[config.mk]
export PLATFORM = sky130hd
export DESIGN_NAME = fetch_controller_flat
export DESIGN_NICKNAME = d
export VERILOG_FILES = /design/src/rtl/mips_pkg.sv /design/src/rtl/fetch_controller_if.sv /design/src/rtl/fetch_controller_if_id_reg.sv /design/src/rtl/fetch_controller.sv /design/src/flat_wrapper.sv
export SDC_FILE = /design/constraint.sdc
export NUM_CORES = 1
export LEC_CHECK = 0
export CAP_MARGIN = 0
export CORE_ASPECT_RATIO = 1.75
export CORE_MARGIN = 3
export CORE_UTILIZATION = 50
export CTS_CLUSTER_DIAMETER = 60
export CTS_CLUSTER_SIZE = 24
export DETAILED_ROUTE_END_ITERATION = 12
export PLACE_DENSITY_LB_ADDON = 0.15
export SLEW_MARGIN = 25
export SYNTH_ARGS = -nofsm -noshare
export SYNTH_HDL_FRONTEND = slang
export SYNTH_SLANG_ARGS = --single-unit
[constraint.sdc]
create_clock -name clk -period 4.2 [get_ports clk]
set_input_delay 0.63 -clock clk [delete_from_list [all_inputs] [get_ports clk]]
set_output_delay 0.63 -clock clk [all_outputs]
set_load 0.02 [all_outputs]
[src/rtl/mips_pkg.sv]
// mips_pkg: shared constants, fetch state encoding and counter helper for the MIPS fetch stage
package mips_pkg;
  localparam int PC_WIDTH = 32;
  localparam logic [31:0] NOP_INSTR = 32'h0;
  localparam logic [5:0] OP_J = 6'h02;
  localparam logic [5:0] OP_BNE = 6'h05;
  typedef enum logic [1:0] {S_INIT, S_RUN, S_HALT} fetch_state_e;
  function automatic logic [15:0] sat_inc(input logic [15:0] v);
    return &v ? v : v + 16'd1;
  endfunction
endpackage

[src/rtl/fetch_controller_if.sv]
// fetch_controller_if: instruction-memory, hazard/redirect and IF/ID signals of the fetch stage
interface fetch_controller_if;
  logic [31:0] imem_instr;
  logic        stall;
  logic        jump;
  logic [25:0] jump_index;
  logic        branch_taken;
  logic [31:0] branch_target;
  logic [31:0] imem_pc;
  logic [31:0] ifid_instr;
  logic [31:0] ifid_pc4;
  logic        ifid_valid;
  logic        halted;
  modport master (
    input  imem_instr, stall, jump, jump_index, branch_taken, branch_target,
    output imem_pc, ifid_instr, ifid_pc4, ifid_valid, halted
  );
  modport slave (
    output imem_instr, stall, jump, jump_index, branch_taken, branch_target,
    input  imem_pc, ifid_instr, ifid_pc4, ifid_valid, halted
  );
endinterface

[src/rtl/fetch_controller_if_id_reg.sv]
// if_id_reg: IF/ID pipeline register; flush beats load, neither means hold
module if_id_reg
  import mips_pkg::*;
(
  input  logic                clk,
  input  logic                reset,
  input  logic                load,
  input  logic                flush,
  input  logic [31:0]         instr_d,
  input  logic [PC_WIDTH-1:0] pc4_d,
  output logic [31:0]         instr,
  output logic [PC_WIDTH-1:0] pc4,
  output logic                valid
);
  always_ff @(posedge clk or negedge reset) begin
    if (!reset) begin
      instr <= NOP_INSTR;
      pc4   <= '0;
      valid <= 1'b0;
    end else if (flush) begin
      instr <= NOP_INSTR;
      valid <= 1'b0;
    end else if (load) begin
      instr <= instr_d;
      pc4   <= pc4_d;
      valid <= 1'b1;
    end
  end
endmodule

[src/rtl/fetch_controller.sv]
// fetch_controller: PC, fetch FSM, redirects/stalls and halt past the program image.
// Define FETCH_PERF_EN to add saturating fetch/flush/stall performance counters.
module fetch_controller
  import mips_pkg::*;
#(
  parameter int          MEM_BYTES = 72,
  parameter logic [31:0] RESET_PC  = 32'h0
) (
  input  logic clk,
  input  logic reset,
  fetch_controller_if.master bus
`ifdef FETCH_PERF_EN
  ,
  output logic [15:0] perf_fetch,
  output logic [15:0] perf_flush,
  output logic [15:0] perf_stall
`endif
);
  localparam logic [31:0] PC_MAX = 32'(MEM_BYTES - 4);
  fetch_state_e state;
  logic [31:0] pc, pc4, next_pc, ifid_instr, ifid_pc4;
  logic ifid_valid, halted, run, redirect, load, flush;
  always_comb begin
    run      = state == S_RUN;
    redirect = run & (bus.branch_taken | bus.jump);
    load     = run & ~redirect & ~bus.stall;
    flush    = ~run | redirect;
    pc4      = pc + 32'd4;
    next_pc  = bus.branch_taken ? (bus.branch_target & ~32'd3) :
               bus.jump ? {ifid_pc4[31:28], bus.jump_index, 2'b00} :
               bus.stall ? pc : pc4;
  end
  // Out-of-range next PC is still taken, so imem_pc shows where fetch stopped
  always_ff @(posedge clk or negedge reset) begin
    if (!reset) begin
      state  <= S_INIT;
      pc     <= RESET_PC;
      halted <= 1'b0;
    end else if (state == S_INIT) begin
      state <= S_RUN;
    end else if (run) begin
      pc <= next_pc;
      if (next_pc > PC_MAX) begin
        state  <= S_HALT;
        halted <= 1'b1;
      end
    end
  end
  if_id_reg u_if_id (
    .clk     (clk),
    .reset   (reset),
    .load    (load),
    .flush   (flush),
    .instr_d (bus.imem_instr),
    .pc4_d   (pc4),
    .instr   (ifid_instr),
    .pc4     (ifid_pc4),
    .valid   (ifid_valid)
  );
  assign bus.imem_pc    = pc;
  assign bus.ifid_instr = ifid_instr;
  assign bus.ifid_pc4   = ifid_pc4;
  assign bus.ifid_valid = ifid_valid;
  assign bus.halted     = halted;
`ifdef FETCH_PERF_EN
  always_ff @(posedge clk or negedge reset) begin
    if (!reset) begin
      perf_fetch <= '0;
      perf_flush <= '0;
      perf_stall <= '0;
    end else begin
      if (load) perf_fetch <= sat_inc(perf_fetch);
      if (redirect) perf_flush <= sat_inc(perf_flush);
      if (run & bus.stall & ~redirect) perf_stall <= sat_inc(perf_stall);
    end
  end
`endif
endmodule

[src/flat_wrapper.sv]
// flat-port wrapper written by rule: the top's interface ports become plain ports
module fetch_controller_flat import mips_pkg::*;
#(
  parameter int          MEM_BYTES = 72,
  parameter logic [31:0] RESET_PC  = 32'h0
)
  (clk, reset, bus_imem_instr, bus_stall, bus_jump, bus_jump_index, bus_branch_taken, bus_branch_target, bus_imem_pc, bus_ifid_instr, bus_ifid_pc4, bus_ifid_valid, bus_halted);
  fetch_controller_if bus_i ();
  input  logic clk;
  input  logic reset;
  input wire logic [$bits(bus_i.imem_instr)-1:0] bus_imem_instr;
  input wire logic [$bits(bus_i.stall)-1:0] bus_stall;
  input wire logic [$bits(bus_i.jump)-1:0] bus_jump;
  input wire logic [$bits(bus_i.jump_index)-1:0] bus_jump_index;
  input wire logic [$bits(bus_i.branch_taken)-1:0] bus_branch_taken;
  input wire logic [$bits(bus_i.branch_target)-1:0] bus_branch_target;
  output wire logic [$bits(bus_i.imem_pc)-1:0] bus_imem_pc;
  output wire logic [$bits(bus_i.ifid_instr)-1:0] bus_ifid_instr;
  output wire logic [$bits(bus_i.ifid_pc4)-1:0] bus_ifid_pc4;
  output wire logic [$bits(bus_i.ifid_valid)-1:0] bus_ifid_valid;
  output wire logic [$bits(bus_i.halted)-1:0] bus_halted;
  assign bus_i.imem_instr = bus_imem_instr;
  assign bus_i.stall = bus_stall;
  assign bus_i.jump = bus_jump;
  assign bus_i.jump_index = bus_jump_index;
  assign bus_i.branch_taken = bus_branch_taken;
  assign bus_i.branch_target = bus_branch_target;
  assign bus_imem_pc = bus_i.imem_pc;
  assign bus_ifid_instr = bus_i.ifid_instr;
  assign bus_ifid_pc4 = bus_i.ifid_pc4;
  assign bus_ifid_valid = bus_i.ifid_valid;
  assign bus_halted = bus_i.halted;
  fetch_controller #(.MEM_BYTES(MEM_BYTES), .RESET_PC(RESET_PC)) u_core (.clk(clk), .reset(reset), .bus(bus_i));
endmodule
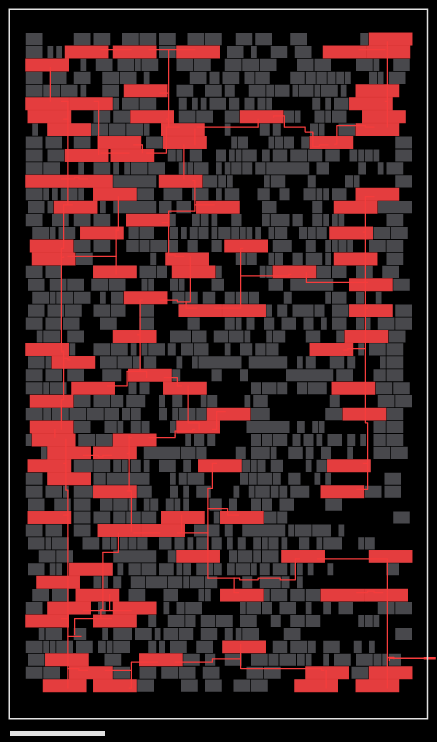
port_trees.png
Scale bar: 20 µm.
red -> reset  # direction input, edge right, end cells 100, wire 834 µm

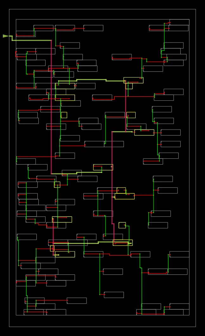
clock_nets.png
clock sink total: 100
clk_lat worst skew: 350 ps
sequential cells: 100
clk pwr: 0.813 mW

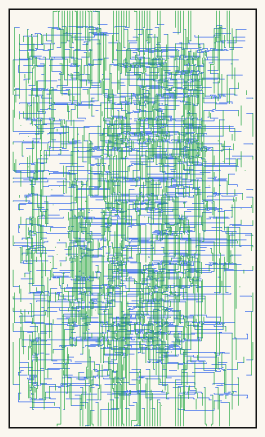
layers.png
Two of the layers only.
green -> M2  # wire length 9530 µm
blue -> M1  # wire length 6860 µm
GRT Total Usage: 28.94%
total wire length: 18.70 mm
via count: 5618
wire per inst: 19.79 µm

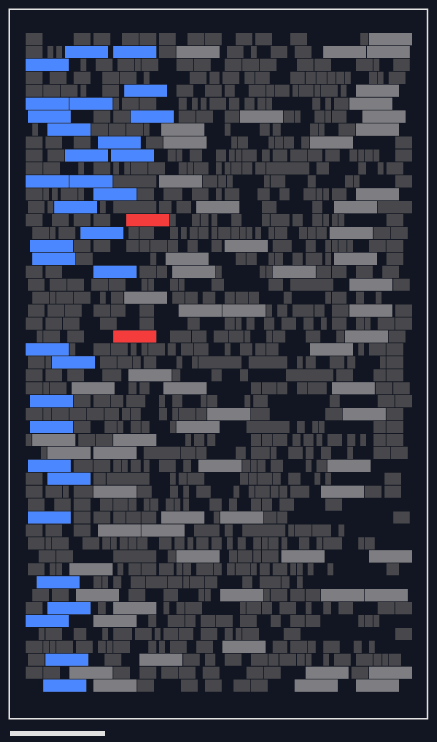
ff_map.png
Scale bar: 20 µm.
red -> u_core.state  # sequential cells 2
blue -> u_core.u_if_id.instr  # sequential cells 32, where a vertical strip on the left
not coloured = 66

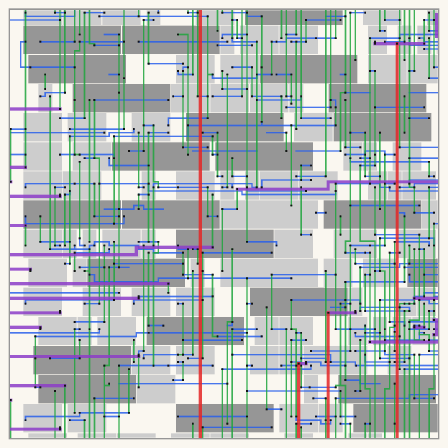
closeup.png
Region (2, 92) to (42, 132) µm. Cells in grey, sequential cells in the stronger grey; small squares are vias.
purple -> M3
green -> M2
red -> M4
blue -> M1
most frequent = clkdlybuf4s50_1 (26), dfrtp_1 (23)
netlist names of flops here include = u_core.u_if_id.instr (17), u_core.bus.imem_pc (3), u_core.u_if_id.pc4 (2)
cells with their middle in the window = 108
sequential cells in the window = 23

==> impl_metrics.py <==
# Generated from Yosys and OpenROAD reports
metrics = {
    "outcome": {
        "outcome": "completed",
    },
    "synth": {
        "ys_seq_share_pct": 42.88,
        "mux_area_share_pct": 7.569,
        "synthCells": 655,
        "simple_gate_share_pct": 22.83,
        "synthAdderAreaFrac_pct": 0.2144,
        "ys_cells": 655,
        "xor_area_share_pct": 6.604,
        "synth-async-reset-ratio_pct": 100.0,
        "ys.flops": 100,
        "syn-num-nets": 751,
        "syn_area_um2": 5836,
        "ff_type": "dfrtp_1",
        "top_area_cell": "dfrtp_1",
        "edf_count": 0,
        "ys.warnings.count": 0,
        "syn_avg_cell_area_um2": 8.909,
        "top_logic_kind": "simple AND/OR/NAND/NOR gates",
        "synth_cell_types": 69,
        "yosys_area_um2": 5836,
        "top_cells_by_area": "dfrtp_1, mux2i_1, nand2_1",
        "top_area_share_pct": 42.88,
        "aoi_share_pct": 14.52,
    },
    "drt": {
        "drc": 0,
        "drtIter0Drc": 392,
        "ant_nets": 0,
        "avgViaCountPerCell": 5.945,
        "first_pass_iters": 5,
    },
    "global_route": {
        "grt_max_degree": 69,
        "antenna_found_initial": 0,
        "overflow": 0,
        "grt_first_pass_wirelength_mm": 29.36,
        "grt_pass1_vias": 5766,
    },
    "floorplanning": {
        "die_h_um": 148.9,
        "die_w_um": 87.67,
        "pin_count": 193,
        "fp-utilization_pct": 51.67,
        "rows": 51,
        "core_area_um2": 11290,
    },
    "clock_network": {
        "postCtsHoldBufs": 0,
        "cts.repair.resized": 0,
        "clk_pin_slew_ps": 70,
        "clockRootBuffer": "clkbuf_16",
        "cts_tree": "done",
        "htree_levels": 3,
        "cts_buffers": 9,
        "clock_path_buffers": 2,
        "cts_setup_buffers": 0,
    },
    "worst_setup_path": {
        "path_buffers": 0,
        "arrival_ps": 3640,
        "end_kind": "register",
        "crit_slowest_cell": "or4_2",
        "path_cells": "nand3_1 -> or4_2 -> nor4_1 -> xor2_1 -> a221o_1 -> nor4_1 -> a41oi_1",
        "cp.required_ps": 4410,
        "crit_type": "register to register",
        "crit_path_max_incr_delay_ps": 850,
        "cp-start-kind": "register",
        "cp_common_cell": "nor4_1",
        "critPathTopFamily": "simple AND/OR/NAND/NOR gates",
        "critPathMaxFanout": 10,
    },
    "power_and_ir_drop": {
        "power_mw": 2.110,
        "power_leakage_nw": 3.408,
        "p_per_area_nw_per_um2": 262.7,
        "ir_drop_v": 0.0002255,
    },
    "timing": {
        "rsz0062_at_grt": "false",
        "tns_ps": 0,
        "setup_viol": 0,
        "drv_slew": 0,
        "finalHoldViolations": 0,
        "worstMarginPinSlew_ps": 916.3,
        "period_minus_slack_ps": 3436,
        "clock_skew_ps": 8.643,
        "slew_headroom_pct": 38.92,
        "period_used_pct": 81.81,
        "fmaxAchievable_mhz": 291.0,
    },
    "layout": {
        "nets": 904,
        "layout_top_cell": "clkdlybuf4s50_1",
        "drive_gt1_share_pct": 7.503,
        "stdcell_count": 945,
        "lay_top_cells": "clkdlybuf4s50_1, dfrtp_1, nand2_1",
        "fillCellCount": 903,
        "areaGrowthSynthToFinish_pct": 37.63,
        "antenna_cells": 0,
    },
    "placement": {
        "numPortBuffers": 190,
        "dp_cells": 929,
        "hpwl_mm": 14.14,
        "gp_congestion": 0.9287,
    },
    "hold_path": {
        "worstHoldPathType": "input pin to asynchronous set/reset pin",
    },
    "job": {
        "openroad.warnings": 28,
        "max_cap_viol_count": 0,
    },
}
## worst register-to-register path, stage by stage (launching register included)
cell	delay, ps
dfrtp_1	570
nand3_1	220
or4_2	850
nor4_1	400
xor2_1	120
a221o_1	370
nor4_1	570
a41oi_1	190
## power breakdown
group / leakage, nW / switching (mW) / internal, mW
logic: 2.02 / 0.164 / 0.161
registers: 1.25 / 0.00769 / 0.965
clock network: 0.135 / 0.401 / 0.412
## path summary, 6_finish.rpt
path | start | to | slack (ps) | cells past startpoint
max in group asynchronous | reset | u_core.u_if_id.instr[19] | 2830 | 2
max reg2reg | u_core.bus.imem_pc[7] | u_core.state[1] | 760 | 7
max | u_core.bus.imem_pc[7] | u_core.state[1] | 760 | 7
min in group clk | u_core.u_if_id.pc4[20] | u_core.u_if_id.pc4[20] | 480 | 2
min | reset | u_core.u_if_id.pc4[10] | 370 | 1
min reg2reg | u_core.u_if_id.pc4[20] | u_core.u_if_id.pc4[20] | 480 | 2
## layout make-up
type | instances | area [µm²] | share of cell area [%]
Multi-Input combinational cell | 484 | 3029 | 37.72
Sequential cell | 100 | 2502 | 31.16
Timing Repair Buffer | 205 | 2019 | 25.14
Clock buffer | 9 | 225.2 | 2.804
Tap cell | 132 | 165.2 | 2.056
Clock inverter | 7 | 60.06 | 0.7478
Inverter | 8 | 30.03 | 0.3739
## flip-flops by register name, indices dropped and copies added, names as in the netlist
register              count
u_core.u_if_id.instr     32
u_core.u_if_id.valid      1
u_core.state              2
u_core.bus.halted         1
u_core.u_if_id.pc4       32
u_core.bus.imem_pc       32
## per-stage QoR
stage | setup slack [ps] | hold WS, ps | cell area, µm² | utilization [%]
after global placement | 927.5 | 463.1 | 7741 | 68.54
final | 764.0 | 367.9 | 8031 | 71.11
after floorplan | 1150 | 334.4 | 5836 | -
after CTS | 808.4 | 441.9 | 8029 | 71.09
after detailed placement | 812.6 | 471.4 | 7744 | 68.56
after global routing | 653.2 | 442.8 | 8031 | 71.11
## cell usage after synthesis, types with 3 or more instances
cell,instances
a22oi_1,7
buf_4,6
nand2b_1,5
o21a_1,3
buf_1,9
nor2_1,72
a31oi_1,8
o21ai_0,56
xor2_1,14
mux2_2,7
o22ai_1,7
and3_1,7
a21oi_1,12
o311a_1,3
clkbuf_1,33
nand4_1,16
a22o_1,5
o311ai_0,3
nand2_1,89
or3_1,8
dfrtp_1,100
buf_2,12
nor2b_1,8
nor3_1,12
xnor2_1,30
mux2i_1,34
or2_2,3
nor4_1,11
nand3_1,13
inv_1,7
o211ai_1,4
## logic make-up after synthesis
family                     after synthesis
and+or+nand+nor                        268
AOI/OAI and AO/OA                      129
buffers and inverters                   71
adders and majority gates                1
xor gates and xnor gates                44
muxes                                   42
DFF                                    100
## metal layers
layer / track usage (%) / share of wire, % / up-vias
met5: 0 / 0 / -
met4: 15.51 / 5.3 / 0
met3: 6.578 / 7.0 / 62
met2: 49.43 / 51 / 280
met1: 32.75 / 37 / 2671
li1: - / - / 2605
No activity file was given, so power comes from the tool's default toggle rates.
